<file path="config.mk">
export PLATFORM = sky130hd
export DESIGN_NAME = pipe_ctrl
export DESIGN_NICKNAME = d
export VERILOG_FILES = /design/src/rtl/pipe_ctrl.sv
export SDC_FILE = /design/constraint.sdc
export NUM_CORES = 1
export LEC_CHECK = 0
export CORE_MARGIN = 5
export CORE_UTILIZATION = 26
export DETAILED_ROUTE_END_ITERATION = 7
export GPL_TIMING_DRIVEN = 0
export PLACE_DENSITY_LB_ADDON = 0.05
export SLEW_MARGIN = 40
export SYNTH_ARGS = -nofsm -noshare
export SYNTH_HDL_FRONTEND = slang
export SYNTH_SLANG_ARGS = --single-unit
</file>
<file path="constraint.sdc">
create_clock -name clk_i -period 1.3 [get_ports clk_i]
set_input_delay 0.13 -clock clk_i [delete_from_list [all_inputs] [get_ports clk_i]]
set_output_delay 0.13 -clock clk_i [all_outputs]
set_load 0.01 [all_outputs]
</file>
<file path="src/rtl/pipe_ctrl.sv">
// rtl/pipe_ctrl.sv - 5-stage core pipeline sequencer: boot/run/halt, jump and hold-flag merge (optional PIPE_CTRL_PERF_EN perf counters)
module pipe_ctrl #(
  parameter int BOOT_CYCLES = 4,
  parameter int HOLD_W      = 3
) (
  input  logic              clk_i,
  input  logic              rst_i,
  input  logic              reboot_req_i,
  input  logic              jump_req_i,
  input  logic [31:0]       jump_addr_i,
  input  logic              id_stall_i,
  input  logic              mem_busy_i,
  input  logic              halt_req_i,
  output logic              halt_ack_o,
  output logic              reboot_o,
  output logic              jump_flag_o,
  output logic [31:0]       jump_addr_o,
  output logic [HOLD_W-1:0] hold_flag_o,
  output logic [31:0]       stall_cnt_o,
  output logic [31:0]       jump_cnt_o
);

  localparam logic [1:0] ST_BOOT = 2'd0;
  localparam logic [1:0] ST_RUN  = 2'd1;
  localparam logic [1:0] ST_HALT = 2'd2;

  localparam logic [HOLD_W-1:0] HOLD_NONE = HOLD_W'(0);
  localparam logic [HOLD_W-1:0] HOLD_PC   = HOLD_W'(1);
  localparam logic [HOLD_W-1:0] HOLD_IF   = HOLD_W'(2);
  localparam logic [HOLD_W-1:0] HOLD_ID   = HOLD_W'(3);

  localparam logic [7:0] BOOT_LAST = 8'(BOOT_CYCLES - 1);

  logic [1:0]        r_state;
  logic [7:0]        r_boot_cnt;
  logic              r_halt_ack;
  logic [1:0]        w_next_state;
  logic [7:0]        w_next_boot_cnt;
  logic              w_jump_flag;
  logic [31:0]       w_jump_addr;
  logic [HOLD_W-1:0] w_hold_flag;
  logic              w_reboot;

  // Output decode: same-cycle response to jump and stall requests
  always_comb begin
    w_reboot    = 1'b0;
    w_jump_flag = 1'b0;
    w_jump_addr = 32'd0;
    w_hold_flag = HOLD_NONE;
    case (r_state)
      ST_BOOT: begin
        w_reboot    = 1'b1;
        w_hold_flag = HOLD_ID;
      end
      ST_RUN: begin
        // MEM busy defers any jump; EX keeps presenting it while ID/EX is held
        if (mem_busy_i) begin
          w_hold_flag = HOLD_ID;
        end else if (jump_req_i) begin
          w_jump_flag = 1'b1;
          w_jump_addr = jump_addr_i;
          w_hold_flag = HOLD_ID;
        end else if (id_stall_i) begin
          w_hold_flag = HOLD_IF;
        end
      end
      ST_HALT: begin
        w_hold_flag = HOLD_PC;
      end
      default: begin
        w_reboot    = 1'b1;
        w_hold_flag = HOLD_ID;
      end
    endcase
  end

  // Next-state and boot counter: halt only enters between jumps and MEM accesses
  always_comb begin
    w_next_state    = r_state;
    w_next_boot_cnt = 8'd0;
    case (r_state)
      ST_BOOT: begin
        if (reboot_req_i) begin
          w_next_boot_cnt = 8'd0;
        end else if (r_boot_cnt == BOOT_LAST) begin
          w_next_state    = ST_RUN;
          w_next_boot_cnt = 8'd0;
        end else begin
          w_next_boot_cnt = r_boot_cnt + 8'd1;
        end
      end
      ST_RUN: begin
        if (reboot_req_i) begin
          w_next_state = ST_BOOT;
        end else if (halt_req_i && !mem_busy_i && !jump_req_i) begin
          w_next_state = ST_HALT;
        end
      end
      ST_HALT: begin
        if (reboot_req_i) begin
          w_next_state = ST_BOOT;
        end else if (!halt_req_i) begin
          w_next_state = ST_RUN;
        end
      end
      default: begin
        w_next_state = ST_BOOT;
      end
    endcase
  end

  // State, boot counter and registered halt acknowledge
  always_ff @(posedge clk_i) begin
    if (rst_i) begin
      r_state    <= ST_BOOT;
      r_boot_cnt <= 8'd0;
      r_halt_ack <= 1'b0;
    end else begin
      r_state    <= w_next_state;
      r_boot_cnt <= w_next_boot_cnt;
      r_halt_ack <= (w_next_state == ST_HALT);
    end
  end

  assign reboot_o    = w_reboot;
  assign jump_flag_o = w_jump_flag;
  assign jump_addr_o = w_jump_addr;
  assign hold_flag_o = w_hold_flag;
  assign halt_ack_o  = r_halt_ack;

`ifdef PIPE_CTRL_PERF_EN
  logic [31:0] r_stall_cnt;
  logic [31:0] r_jump_cnt;
  logic        w_enter_boot;

  assign w_enter_boot = (r_state != ST_BOOT) && (w_next_state == ST_BOOT);

  // Saturating performance counters, cleared whenever fetch reboots
  always_ff @(posedge clk_i) begin
    if (rst_i || w_enter_boot) begin
      r_stall_cnt <= 32'd0;
      r_jump_cnt  <= 32'd0;
    end else begin
      if (r_state == ST_RUN && w_hold_flag != HOLD_NONE && !w_jump_flag &&
          r_stall_cnt != 32'hFFFF_FFFF) begin
        r_stall_cnt <= r_stall_cnt + 32'd1;
      end
      if (w_jump_flag && r_jump_cnt != 32'hFFFF_FFFF) begin
        r_jump_cnt <= r_jump_cnt + 32'd1;
      end
    end
  end

  assign stall_cnt_o = r_stall_cnt;
  assign jump_cnt_o  = r_jump_cnt;
`else
  assign stall_cnt_o = 32'd0;
  assign jump_cnt_o  = 32'd0;
`endif

endmodule

</file>
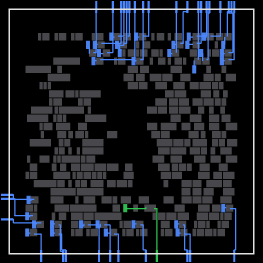
**Above:** run 1 (port wiring).
Scale: 3 px per um.
legend:
  `reboot_o`:
    color: green
    direction: output
    edge: bottom
    end_cells: 1
    buffers: 1
    wire: 22.6 um
  `jump_cnt_o`:
    color: blue
    direction: output
    edge: 19 top, 10 bottom, 3 left
    end_cells: 32
    buffers: 32
    wire: 442 um

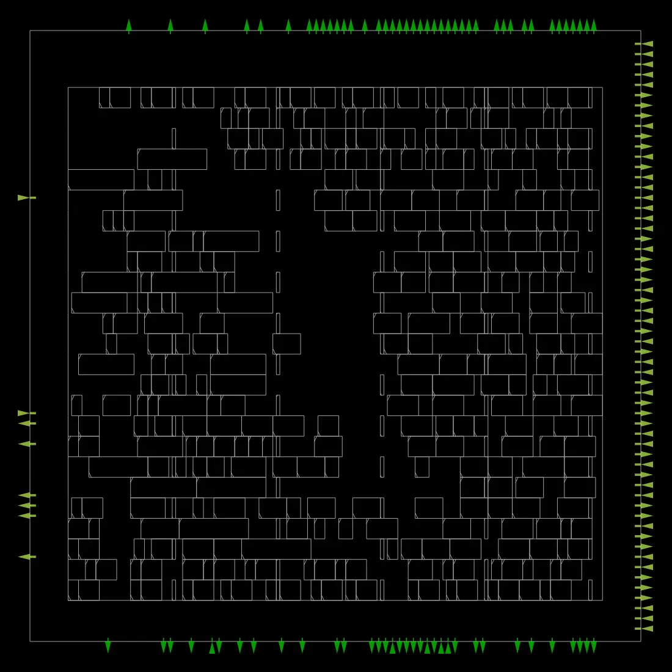
**Above:** run 1 (cell outlines without signal wires).
core box area: 0.00482 mm2
Finished Core Util: 56.4%
fin cells: 396
FILL cells: 490

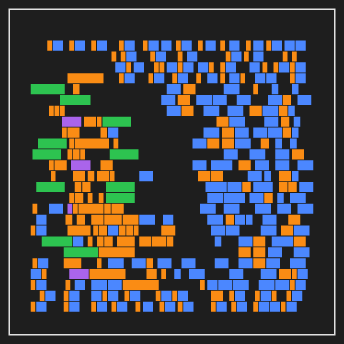
**Above:** run 1 (cells colored by class).
Scale: 4 px per um.
legend:
  flops:
    color: green
    cells: 11
    share_of_their_area: 8.7%
  clock drivers and dummy loads:
    color: purple
    cells: 4
    share_of_their_area: 1.7%
  combinational and other logic:
    color: orange
    cells: 158
    share_of_their_area: 37%
  other buffers and delay cells:
    color: blue
    cells: 156
    share_of_their_area: 52%

==> results.json, run 1 <==
{
  "outcome": "finished, violations left",
  "violations": "setup timing",
  "edf_count": 0,
  "simple_gate_area_share_pct": 30.0,
  "met3_usage_pct": 5.32,
  "crit_path_start": "r_state[1]",
  "worst-path-stages": 7,
  "powerDensity_mw_per_mm2": 401,
  "nonClkBufAreaFrac_pct": 50.7,
  "met2_usage_pct": 21.0,
  "logic_gates": 153,
  "hold_path.startpoint": "r_boot_cnt[0]",
  "fin_hold_ws_ps": 446,
  "yosys.area_share.xor_xnor_pct": 4.01,
  "drt_first_pass_iters": 3,
  "crit_arrival_ps": 1500,
  "r2r_cells": 6,
  "io_buffers": 75,
  "synth_chip_area_mm2": 0.00131,
  "adder_share_pct": 4.78,
  "p_total_mw": 1.09,
  "fin_ws_ps": -333,
  "fin_crit_sh_pct": 126,
  "clkTransAtPathRegs_ps": 50,
  "ys.flop_type": "dfxtp_1",
  "die-width_um": 81.0,
  "largest_area_cell": "buf_4",
  "antenna_left": 0,
  "cts_tree": "built",
  "rr_startpoint": "r_state[0]",
  "path_cells": "inv_2 > ha_4 > and3b_2 > buf_6 > buf_8 > and2_4 > buf_6",
  "comb_power_mw": 0.397,
  "antennaDiodeCount": 0,
  "dp_slack_ps": -655,
  "cts.path.max_buffers": 2,
  "setup_violations": 38,
  "synthArstFlopShare_pct": 0,
  "logic_area_um2": 961
}
==> run 1 -> run 2 <==
Settings changed: CORE_ASPECT_RATIO set to 1.4, CORE_MARGIN 5 to 3.
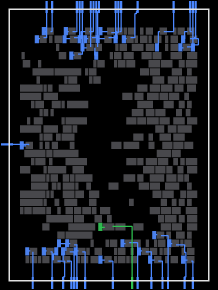
**Above:** run 2 (port wiring).
Scale: 3 px per um.
legend:
  `reboot_o`:
    color: green
    direction: output
    edge: bottom
    end_cells: 1
    buffers: 1
    wire: 25.3 um
  `jump_cnt_o`:
    color: blue
    direction: output
    edge: 17 top, 14 bottom, 1 left
    end_cells: 32
    buffers: 32
    wire: 379 um

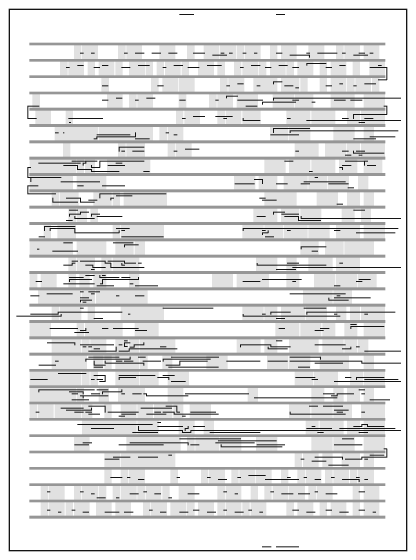
**Above:** run 2 (met1 routing).
Scale: 6 px per um. Supply wires on this layer in gray. Cells faint in the background.
wire length on this layer: 1360 um
share of all routed wire: 31%
main direction: horizontal
nets with wire on the layer: 319
longest straight run: 35.0 um

==> run 2 against run 1 <==
Largest cell class unchanged. Fmax down 1.7%. Highest routed layer unchanged. Sequential power about the same. Clock skew about the same. The flow still finishes with violations (setup timing). Critical endpoint is now jump_addr_o[9]. Die size down 9.4%.
==> results.json, run 2 <==
{
  "outcome": "finished, violations left",
  "violations": "setup timing",
  "synthArstFlopShare_pct": 0,
  "vias_per_cell": 3.51,
  "comb_power_mw": 0.397,
  "logic_gates": 153,
  "die-width_um": 66.0,
  "clkTransAtPathRegs_ps": 50,
  "fill_cells": 418,
  "worst-path-stages": 7,
  "crit_arrival_ps": 1530,
  "utilization_pct": 57.1,
  "fin_hold_ws_ps": 452,
  "met3_usage_pct": 5.11,
  "drt_first_pass_iters": 4,
  "die_h_um": 90.0,
  "antenna_left": 0,
  "hold_path.startpoint": "r_boot_cnt[0]",
  "synth_chip_area_mm2": 0.00131,
  "crit_path_start": "r_state[1]",
  "nonClkBufAreaFrac_pct": 50.4,
  "io_buffers": 75,
  "fin_ws_ps": -361,
  "path_cells": "inv_2 > ha_4 > and3b_2 > buf_6 > buf_8 > and2_4 > buf_6",
  "adder_share_pct": 4.78,
  "largest_area_cell": "buf_4",
  "comb_power_share_pct": 36.9,
  "simple_gate_area_share_pct": 30.0,
  "ys.flop_type": "dfxtp_1",
  "dp_slack_ps": -668,
  "final_cells": 389,
  "p_int_mw": 0.797,
  "yosys.area_share.xor_xnor_pct": 4.01,
  "met2_usage_pct": 23.4,
  "power_leader": "combinational logic",
  "setup_violations": 39,
  "rr_startpoint": "r_state[0]",
  "core_area_mm2": 0.00468,
  "hold_class": "register to register",
  "antennaDiodeCount": 0
}
Power is estimated from default activity; no workload was simulated.
